<file path="src/rtl/input_vc_unit_pkg.sv">
// Shared NoC parameters and sizing helpers for the router input port.
package input_vc_unit_pkg;

  localparam int unsigned DATA_WIDTH_DEF = 32;
  localparam int unsigned NUM_VC_DEF     = 2;

  // Ceiling log2; clog2(1) = 0.
  function automatic int unsigned clog2(input int unsigned n);
    int unsigned r;
    r = 0;
    while ((64'(1) << r) < 64'(n)) begin
      r = r + 1;
    end
    return r;
  endfunction

  // VC id width, never narrower than one bit.
  function automatic int unsigned vc_id_w(input int unsigned num_vc);
    return (num_vc > 1) ? clog2(num_vc) : 1;
  endfunction

endpackage

</file>
<file path="src/rtl/input_vc_unit_if.sv">
// Link-side write, allocator-side read and status bundle of one router input port.
interface input_vc_unit_if
  import input_vc_unit_pkg::*;
#(
  parameter int unsigned DATA_WIDTH = DATA_WIDTH_DEF,
  parameter int unsigned NUM_VC     = NUM_VC_DEF
);
  localparam int unsigned VC_W = vc_id_w(NUM_VC);

  logic                  in_valid;
  logic [VC_W-1:0]       in_vc;
  logic [DATA_WIDTH-1:0] in_data;
  logic                  rd_en;
  logic [VC_W-1:0]       rd_vc;
  logic                  out_stall;

  logic [DATA_WIDTH-1:0] data_out;
  logic                  data_valid;
  logic [VC_W-1:0]       data_vc;
  logic                  credit_valid;
  logic [VC_W-1:0]       credit_vc;
  logic [NUM_VC-1:0]     full;
  logic [NUM_VC-1:0]     almost_full;
  logic [NUM_VC-1:0]     empty;
  logic [NUM_VC-1:0]     almost_empty;
  logic                  overflow_err;

  modport master (
    output in_valid, in_vc, in_data, rd_en, rd_vc, out_stall,
    input  data_out, data_valid, data_vc, credit_valid, credit_vc,
           full, almost_full, empty, almost_empty, overflow_err
  );

  modport slave (
    input  in_valid, in_vc, in_data, rd_en, rd_vc, out_stall,
    output data_out, data_valid, data_vc, credit_valid, credit_vc,
           full, almost_full, empty, almost_empty, overflow_err
  );
endinterface

</file>
<file path="src/rtl/input_vc_unit_vc_fifo.sv">
// Single-VC synchronous FIFO with a show-ahead head and count-derived status.
module vc_fifo
  import input_vc_unit_pkg::*;
#(
  parameter int unsigned DATA_WIDTH = DATA_WIDTH_DEF,
  parameter int unsigned DEPTH      = 8,
  parameter int unsigned AFULL_TH   = 1,
  parameter int unsigned AEMPTY_TH  = 1
) (
  input  logic                  clk,
  input  logic                  rst_n,
  input  logic                  push,
  input  logic                  pop,
  input  logic [DATA_WIDTH-1:0] wdata,
  output logic [DATA_WIDTH-1:0] head,
  output logic                  full,
  output logic                  almost_full,
  output logic                  empty,
  output logic                  almost_empty
);
  localparam int unsigned PTR_W = clog2(DEPTH);
  localparam int unsigned CNT_W = clog2(DEPTH + 1);

  logic [DATA_WIDTH-1:0] mem [DEPTH];
  logic [PTR_W-1:0]      wr_ptr;
  logic [PTR_W-1:0]      rd_ptr;
  logic [CNT_W-1:0]      count;

  // Storage needs no reset; the pointers define what is valid.
  always_ff @(posedge clk) begin
    if (push) mem[wr_ptr] <= wdata;
  end

  // Pointers wrap explicitly so non-power-of-two depths work.
  always_ff @(posedge clk or negedge rst_n) begin
    if (!rst_n) begin
      wr_ptr <= '0;
      rd_ptr <= '0;
      count  <= '0;
    end else begin
      if (push) wr_ptr <= (wr_ptr == PTR_W'(DEPTH - 1)) ? '0 : wr_ptr + PTR_W'(1);
      if (pop)  rd_ptr <= (rd_ptr == PTR_W'(DEPTH - 1)) ? '0 : rd_ptr + PTR_W'(1);
      case ({push, pop})
        2'b10:   count <= count + CNT_W'(1);
        2'b01:   count <= count - CNT_W'(1);
        default: count <= count;
      endcase
    end
  end

  assign head         = mem[rd_ptr];
  assign empty        = (count == '0);
  assign full         = (count == CNT_W'(DEPTH));
  assign almost_full  = ((DEPTH - 32'(count)) <= AFULL_TH);
  assign almost_empty = (32'(count) <= AEMPTY_TH);

endmodule

</file>
<file path="src/rtl/input_vc_unit.sv">
// Router input port: per-VC FIFOs, registered output stage with stall-hold, credit return.
module input_vc_unit
  import input_vc_unit_pkg::*;
#(
  parameter int unsigned DATA_WIDTH = DATA_WIDTH_DEF,
  parameter int unsigned DEPTH      = 8,
  parameter int unsigned NUM_VC     = NUM_VC_DEF,
  parameter int unsigned AFULL_TH   = 1,
  parameter int unsigned AEMPTY_TH  = 1
) (
  input logic            clk,
  input logic            rst_n,
  input_vc_unit_if.slave bus
);
  localparam int unsigned VC_W = vc_id_w(NUM_VC);

  logic [NUM_VC-1:0]     wr_dec, rd_dec, push_req, push, pop;
  logic [NUM_VC-1:0]     full_v, afull_v, empty_v, aempty_v;
  logic [DATA_WIDTH-1:0] head [NUM_VC];
  logic [DATA_WIDTH-1:0] head_sel;
  logic                  pop_any, ovf;

  logic [DATA_WIDTH-1:0] data_q;
  logic                  valid_q;
  logic [VC_W-1:0]       vc_q;
  logic                  credit_q;
  logic [VC_W-1:0]       credit_vc_q;
  logic                  ovf_q;

  // Out-of-range VC ids decode to no lane, so they neither write nor pop.
  for (genvar v = 0; v < NUM_VC; v++) begin : g_vc
    assign wr_dec[v] = (bus.in_vc == VC_W'(v));
    assign rd_dec[v] = (bus.rd_vc == VC_W'(v));

    vc_fifo #(
      .DATA_WIDTH (DATA_WIDTH),
      .DEPTH      (DEPTH),
      .AFULL_TH   (AFULL_TH),
      .AEMPTY_TH  (AEMPTY_TH)
    ) u_fifo (
      .clk          (clk),
      .rst_n        (rst_n),
      .push         (push[v]),
      .pop          (pop[v]),
      .wdata        (bus.in_data),
      .head         (head[v]),
      .full         (full_v[v]),
      .almost_full  (afull_v[v]),
      .empty        (empty_v[v]),
      .almost_empty (aempty_v[v])
    );
  end

  // A full VC still accepts a write when the same VC is popped this cycle.
  always_comb begin
    head_sel = '0;
    for (int v = 0; v < NUM_VC; v++) begin
      if (rd_dec[v]) head_sel = head[v];
    end
    pop      = rd_dec & ~empty_v & {NUM_VC{bus.rd_en & ~bus.out_stall}};
    push_req = wr_dec & {NUM_VC{bus.in_valid}};
    push     = push_req & (~full_v | pop);
    pop_any  = |pop;
    ovf      = |(push_req & full_v & ~pop);
  end

  always_ff @(posedge clk or negedge rst_n) begin
    if (!rst_n) begin
      data_q      <= '0;
      valid_q     <= 1'b0;
      vc_q        <= '0;
      credit_q    <= 1'b0;
      credit_vc_q <= '0;
      ovf_q       <= 1'b0;
    end else begin
      if (!bus.out_stall) begin
        if (pop_any) begin
          data_q  <= head_sel;
          valid_q <= 1'b1;
          vc_q    <= bus.rd_vc;
        end else begin
          valid_q <= 1'b0;
        end
      end
      credit_q <= pop_any;
      if (pop_any) credit_vc_q <= bus.rd_vc;
      if (ovf) ovf_q <= 1'b1;
    end
  end

  assign bus.data_out     = data_q;
  assign bus.data_valid   = valid_q;
  assign bus.data_vc      = vc_q;
  assign bus.credit_valid = credit_q;
  assign bus.credit_vc    = credit_vc_q;
  assign bus.overflow_err = ovf_q;
  assign bus.full         = full_v;
  assign bus.almost_full  = afull_v;
  assign bus.empty        = empty_v;
  assign bus.almost_empty = aempty_v;

endmodule
</file>
<file path="src/flat_wrapper.sv">
// flat-port wrapper written by rule: the top's interface ports become plain ports
module input_vc_unit_flat import input_vc_unit_pkg::*;
#(
  parameter int unsigned DATA_WIDTH = DATA_WIDTH_DEF,
  parameter int unsigned DEPTH      = 8,
  parameter int unsigned NUM_VC     = NUM_VC_DEF,
  parameter int unsigned AFULL_TH   = 1,
  parameter int unsigned AEMPTY_TH  = 1
)
  (clk, rst_n, bus_in_valid, bus_in_vc, bus_in_data, bus_rd_en, bus_rd_vc, bus_out_stall, bus_data_out, bus_data_valid, bus_data_vc, bus_credit_valid, bus_credit_vc, bus_full, bus_almost_full, bus_empty, bus_almost_empty, bus_overflow_err);
  input_vc_unit_if #(.DATA_WIDTH(DATA_WIDTH), .NUM_VC(NUM_VC)) bus_i ();
  input logic clk;
  input logic rst_n;
  input wire logic [$bits(bus_i.in_valid)-1:0] bus_in_valid;
  input wire logic [$bits(bus_i.in_vc)-1:0] bus_in_vc;
  input wire logic [$bits(bus_i.in_data)-1:0] bus_in_data;
  input wire logic [$bits(bus_i.rd_en)-1:0] bus_rd_en;
  input wire logic [$bits(bus_i.rd_vc)-1:0] bus_rd_vc;
  input wire logic [$bits(bus_i.out_stall)-1:0] bus_out_stall;
  output wire logic [$bits(bus_i.data_out)-1:0] bus_data_out;
  output wire logic [$bits(bus_i.data_valid)-1:0] bus_data_valid;
  output wire logic [$bits(bus_i.data_vc)-1:0] bus_data_vc;
  output wire logic [$bits(bus_i.credit_valid)-1:0] bus_credit_valid;
  output wire logic [$bits(bus_i.credit_vc)-1:0] bus_credit_vc;
  output wire logic [$bits(bus_i.full)-1:0] bus_full;
  output wire logic [$bits(bus_i.almost_full)-1:0] bus_almost_full;
  output wire logic [$bits(bus_i.empty)-1:0] bus_empty;
  output wire logic [$bits(bus_i.almost_empty)-1:0] bus_almost_empty;
  output wire logic [$bits(bus_i.overflow_err)-1:0] bus_overflow_err;
  assign bus_i.in_valid = bus_in_valid;
  assign bus_i.in_vc = bus_in_vc;
  assign bus_i.in_data = bus_in_data;
  assign bus_i.rd_en = bus_rd_en;
  assign bus_i.rd_vc = bus_rd_vc;
  assign bus_i.out_stall = bus_out_stall;
  assign bus_data_out = bus_i.data_out;
  assign bus_data_valid = bus_i.data_valid;
  assign bus_data_vc = bus_i.data_vc;
  assign bus_credit_valid = bus_i.credit_valid;
  assign bus_credit_vc = bus_i.credit_vc;
  assign bus_full = bus_i.full;
  assign bus_almost_full = bus_i.almost_full;
  assign bus_empty = bus_i.empty;
  assign bus_almost_empty = bus_i.almost_empty;
  assign bus_overflow_err = bus_i.overflow_err;
  input_vc_unit #(.DATA_WIDTH(DATA_WIDTH), .DEPTH(DEPTH), .NUM_VC(NUM_VC), .AFULL_TH(AFULL_TH), .AEMPTY_TH(AEMPTY_TH)) u_core (.clk(clk), .rst_n(rst_n), .bus(bus_i));
endmodule
</file>
<file path="config.mk">
export PLATFORM = sky130hd
export DESIGN_NAME = input_vc_unit_flat
export DESIGN_NICKNAME = d
export VERILOG_FILES = /design/src/rtl/input_vc_unit_pkg.sv /design/src/rtl/input_vc_unit_if.sv /design/src/rtl/input_vc_unit_vc_fifo.sv /design/src/rtl/input_vc_unit.sv /design/src/flat_wrapper.sv
export SDC_FILE = /design/constraint.sdc
export NUM_CORES = 1
export LEC_CHECK = 0
export CORE_UTILIZATION = 44
export DETAILED_ROUTE_END_ITERATION = 16
export PLACE_DENSITY = 0.62
export SLEW_MARGIN = 10
export SYNTH_ARGS = -nofsm -noshare
export SYNTH_HDL_FRONTEND = slang
export SYNTH_SLANG_ARGS = --single-unit
</file>
<file path="constraint.sdc">
create_clock -name clk -period 14.05 [get_ports clk]
set_input_delay 4.215 -clock clk [delete_from_list [all_inputs] [get_ports clk]]
set_output_delay 4.215 -clock clk [all_outputs]
set_load 0.01 [all_outputs]
</file>
==> reports/metrics.csv, run 1 <==
stage,metric,value,unit
status,status,"finished, final reports clean",
timing,slew_headroom,0.150,
synthesis,yosys_cells,1159,
worst_hold_path,min_from,u_core.bus.overflow_err$_DFFE_PN0P_,
die,pin_count,84,
clocking,h-tree-depth,2,
die,die_y,226,um
synthesis,yosys_area,22100,um2
final_layout,layout_top_cells_excl_fill_tap,"edfxtp_1, mux2i_1, clkdlybuf4s50_1",
detailed_routing,drtIter0Drc,867,
clocking,cts.clk_slew.worst_paths,60,ps
placed_design,port_buffers,83,
synthesis,ys.flop_type,edfxtp_1,
clocking,hold_buffers,0,
worst_setup_path,path_class,register to output pin,
pwr,p_int,3.50,mW
placed_design,routabilityCongestion,0.742,
placed_design,place_inst,1855,
placed_design,placed_area,23800,um2
timing,clock_skew,11.5,ps
final_layout,area_growth,15.8,%
timing,worst_slew_pin_slew,1270,ps
synthesis,syn_avg_cell_area,19.1,um2
worst_setup_path,reg2reg_slack,11020,ps
pwr,p_per_area,192,nW/um2
timing,whs,456,ps
synthesis,postSynthSeqShare,0.759,
timing,timing.final.ws_setup,7050,ps
die,core,49300,um2
clocking,cts_root_buf,clkbuf_16,
worst_hold_path,min_path_type,register to register,
placed_design,hpwl,24400,um
die,die_x,226,um
run 1: worst max-delay path, delay by kind of cell, from the launching register on:
kind	cells	cell delay, ps
buf+inv	2	750
flops	1	460
simple gates	2	700
fa+ha+maj	1	270
run 1: layout make-up:
cell class                 count  area, um2
sequential                   569      16800
timing repair buffer         107       1010
clock buffer                  84       1650
fill                        3954      23600
multi-input combinational    507       5070
tap                          664        831
clock inverter                20        243
inverter                       8       30.0
run 1: routing by layer:
metal,track usage,share of wire,up-vias
met3,0.0342,0.048,79
met1,0.246,0.44,5638
li1,-,-,4887
met5,0,0,-
met4,0.0523,0.022,0
met2,0.308,0.49,258
run 1: state kept, by name (all words and copies together), names as in the netlist:
name and cells:
u_core.bus.credit_valid 1, u_core.bus.credit_vc 1, u_core.bus.data_out 32, u_core.bus.data_valid 1, u_core.bus.data_vc 1, u_core.bus.overflow_err 1, u_core.g_vc.u_fifo.count 8, u_core.g_vc.u_fifo.mem 512
u_core.g_vc.u_fifo.rd_ptr 6, u_core.g_vc.u_fifo.wr_ptr 6
run 1: logic make-up (layout without fill, tap and decap cells):
group                    Yosys count  in the layout  share of synthesized area
AND/OR/NAND/NOR                   95             95                     0.0216
multiplexers                     227            227                      0.139
XOR/XNOR                           6              6                    0.00237
AND-OR/OR-AND                    165            165                     0.0525
buffers and inverters             83            219                     0.0181
flip-flops                       569            569                      0.759
adder cells (fa/ha/maj)           14             14                    0.00791
run 1: cells in the mapped netlist, types with 16 or more instances:
library cell / count / area (um2)
nand2_1: 27 / 101
edfxtp_1: 512 / 15400
nor2_1: 16 / 60.1
a22oi_1: 64 / 480
a32oi_1: 32 / 280
o21ai_1: 30 / 150
clkbuf_1: 36 / 135
dfrtp_1: 57 / 1430
nor3_1: 16 / 80.1
mux2i_1: 160 / 1600
buf_2: 23 / 115
mux4_2: 64 / 1440
run 1: worst max-delay path by stage:
| stage | slack, ps | depth (start not counted) | end | from |
|---|---|---|---|---|
| floorplan | 5460 | 5 | u_core.g_vc[0].u_fifo.mem[0][0]$_DFFE_PP_ | bus_rd_vc |
| global placement | 6890 | 6 | u_core.g_vc[1].u_fifo.mem[3][16]$_DFFE_PP_ | bus_out_stall |
| detailed placement | 6830 | 6 | u_core.g_vc[1].u_fifo.mem[3][15]$_DFFE_PP_ | bus_out_stall |
| CTS | 7050 | 5 | bus_empty[1] | u_core.g_vc[1].u_fifo.count[1]$_DFFE_PN0P_ |
| global route | 6890 | 5 | bus_empty[1] | u_core.g_vc[1].u_fifo.count[1]$_DFFE_PN0P_ |
| finish | 7050 | 5 | bus_empty[1] | u_core.g_vc[1].u_fifo.count[1]$_DFFE_PN0P_ |
run 1: power groups by stage:
stage          combinational, mW  clock (mW)  sequential (mW)
3_5_place_dp                1.24           0             2.23
6_report                    1.22        1.52             2.20
5_1_grt                     1.32        1.62             2.22
2_1_floorplan              0.857           0             2.16
3_3_place_gp                1.22           0             2.23
4_1_cts                     1.24        1.56             2.20
**Run 1: power grid**

Scale: 1.5 px per um. Pins as bars on the die edge. Tap cells in gray.
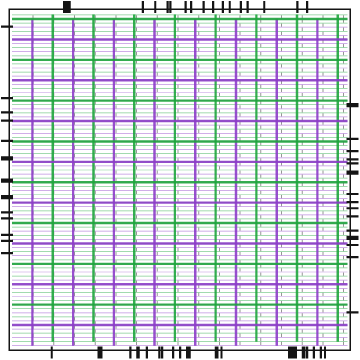
VSS: marked purple. VDD: marked green.
The core has 81 rows. 16 straps on met5. 82 met1 rails follow the rows.

**Run 1: the clock network**

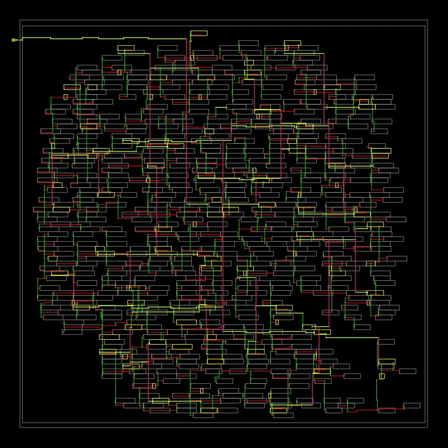
Power Clock: 1.52 mW
clk_lat worst skew: 610 ps

**Run 1: metal 3**

Scale: 1 px per um.
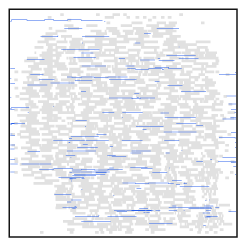
The layer holds 4.8% of the routed length. 93 nets have wire on it. The longest straight run is 42.1 um. The layer carries 2180 um of wire. The wires run mostly horizontal.

--- run 2 (diff from run 1) ---
==> constraint.sdc (replaced) <==
create_clock -name clk -period 6.87 [get_ports clk]
set_input_delay 2.061 -clock clk [delete_from_list [all_inputs] [get_ports clk]]
set_output_delay 2.061 -clock clk [all_outputs]
set_load 0.01 [all_outputs]
==> reports/metrics.csv, run 2 <==
stage,metric,value,unit,change
placed_design,routabilityCongestion,0.740,,was 0.742
synthesis,synth_top_area_share,0.694,,unchanged
die,die_y,226,um,unchanged
synthesis,yosys_area,22100,um2,unchanged
synthesis,postSynthSeqShare,0.759,,unchanged
worst_setup_path,path_class,register to output pin,,unchanged
synthesis,top_cells_by_area,"edfxtp_1, mux2i_1, mux4_2",,unchanged
worst_setup_path,critPathTopFamily,buffers and inverters,,unchanged
timing,slew_headroom,0.192,,was 0.150
final_layout,largest_reg_flops,512,,unchanged
die,pin_count,84,,unchanged
detailed_routing,drtIter0Drc,939,,was 867
timing,clock_skew,9.93,ps,was 11.5 ps
placed_design,hpwl,25300,um,was 24400 um
placed_design,place_inst,1854,,was 1855
worst_setup_path,critical_path_buf_inv_count,2,,unchanged
final_layout,nFillCells,3939,,was 3954
synthesis,yosys.area.top_type,edfxtp_1,,unchanged
synthesis,yosysMostFrequentCell,edfxtp_1,,unchanged
final_layout,area_growth,16.0,%,was 15.8%
worst_hold_path,min_from,u_core.bus.overflow_err$_DFFE_PN0P_,,unchanged
die,die_x,226,um,unchanged
final_layout,layout_top_cells_excl_fill_tap,"edfxtp_1, mux2i_1, clkdlybuf4s50_1",,unchanged
clocking,h-tree-depth,2,,unchanged
status,status,"finished, final reports clean",,unchanged
synthesis,ys.flop_type,edfxtp_1,,unchanged
timing,worst_slew_pin_slew,1210,ps,was 1270 ps
final_layout,regMostFlops,u_core.g_vc.u_fifo.mem,,unchanged
synthesis,yosys_cells,1159,,unchanged
die,core,49300,um2,unchanged
[run 2: cell counts after synthesis]
Identical to the previous run, type by type.
[run 2: layout make-up]
| type | instances | area [um2] | share of cell area |
|---|---|---|---|
| Clock buffer | 85 | 1620 | 0.0632 |
| Clock inverter | 25 | 327 | 0.0127 |
| Inverter | 8 | 30.0 | 0.00117 |
| Multi-Input combinational cell | 507 | 5070 | 0.197 |
| Sequential cell | 569 | 16800 | 0.654 |
| Tap cell | 664 | 831 | 0.0323 |
| Timing Repair Buffer | 106 | 1000 | 0.0390 |
[run 2: cells by family (layout without fill, tap and decap cells)]
kind of cell	after synthesis	after routing	synth area share
buf+inv	83	224	0.0181
mux	227	227	0.139
fa+ha+maj	14	14	0.00791
compound gates	165	165	0.0525
simple gates	95	95	0.0216
xor+xnor	6	6	0.00237
flops	569	569	0.759
[run 2: worst max path at each step]
stage / startpoint / end
after floorplan: bus_rd_vc / u_core.g_vc[0].u_fifo.mem[0][0]$_DFFE_PP_
after global placement: bus_rd_en / u_core.g_vc[0].u_fifo.mem[7][16]$_DFFE_PP_
after detailed placement: bus_in_valid / u_core.g_vc[0].u_fifo.mem[7][15]$_DFFE_PP_
after CTS: u_core.g_vc[1].u_fifo.count[1]$_DFFE_PN0P_ / bus_empty[1]
after global routing: u_core.g_vc[1].u_fifo.count[1]$_DFFE_PN0P_ / bus_empty[1]
final: u_core.g_vc[1].u_fifo.count[1]$_DFFE_PN0P_ / bus_empty[1]
[run 2: metal layers]
layer / track usage / routed length (um) / part of all wire
met5: 0 / 0 / 0
met4: 0.0488 / 853 / 0.018
met3: 0.0333 / 2300 / 0.049
met2: 0.303 / 22400 / 0.48
met1: 0.265 / 21000 / 0.45
[run 2: stage by stage]
step                      power [mW]  worst slack [ps]  hold slack [ps]  area (um2)
after floorplan                 6.17               434              493       22100
after global placement          7.06              1840              453       23700
after detailed placement        7.11              1730              443       23700
after CTS                       10.3              1990              457       25700
after global routing            10.6              1860              476       25700
final                           10.2              2030              453       25700
[run 2: power by group]
part           internal, mW  total, mW  leakage [nW]  switching [mW]
Clock                  1.91       3.19         0.949            1.28
Sequential             4.16       4.55          5.32           0.397
Combinational          1.16       2.43          2.22            1.27
**Run 2: routed metal, one color a layer**

Scale: 1.5 px per um.
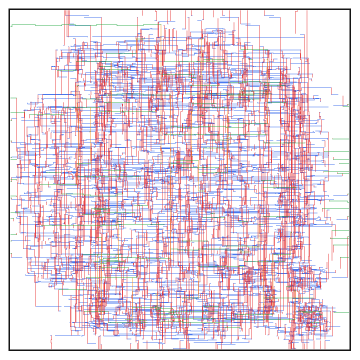
M4: marked orange, wire length 854 um. M3: marked green, wire length 2300 um. M1: marked blue, wire length 21.0 mm. M2: marked red, wire length 22.4 mm.

**Run 2: signal wires on met2**

Scale: 1 px per um.
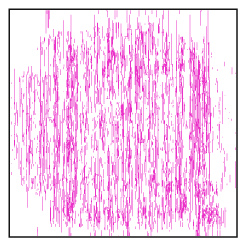
The layer carries 22.4 mm of wire. 1092 nets have wire on it. The wires run mostly vertical.

Power figures rest on the tool's default switching activity, not on a simulated workload.
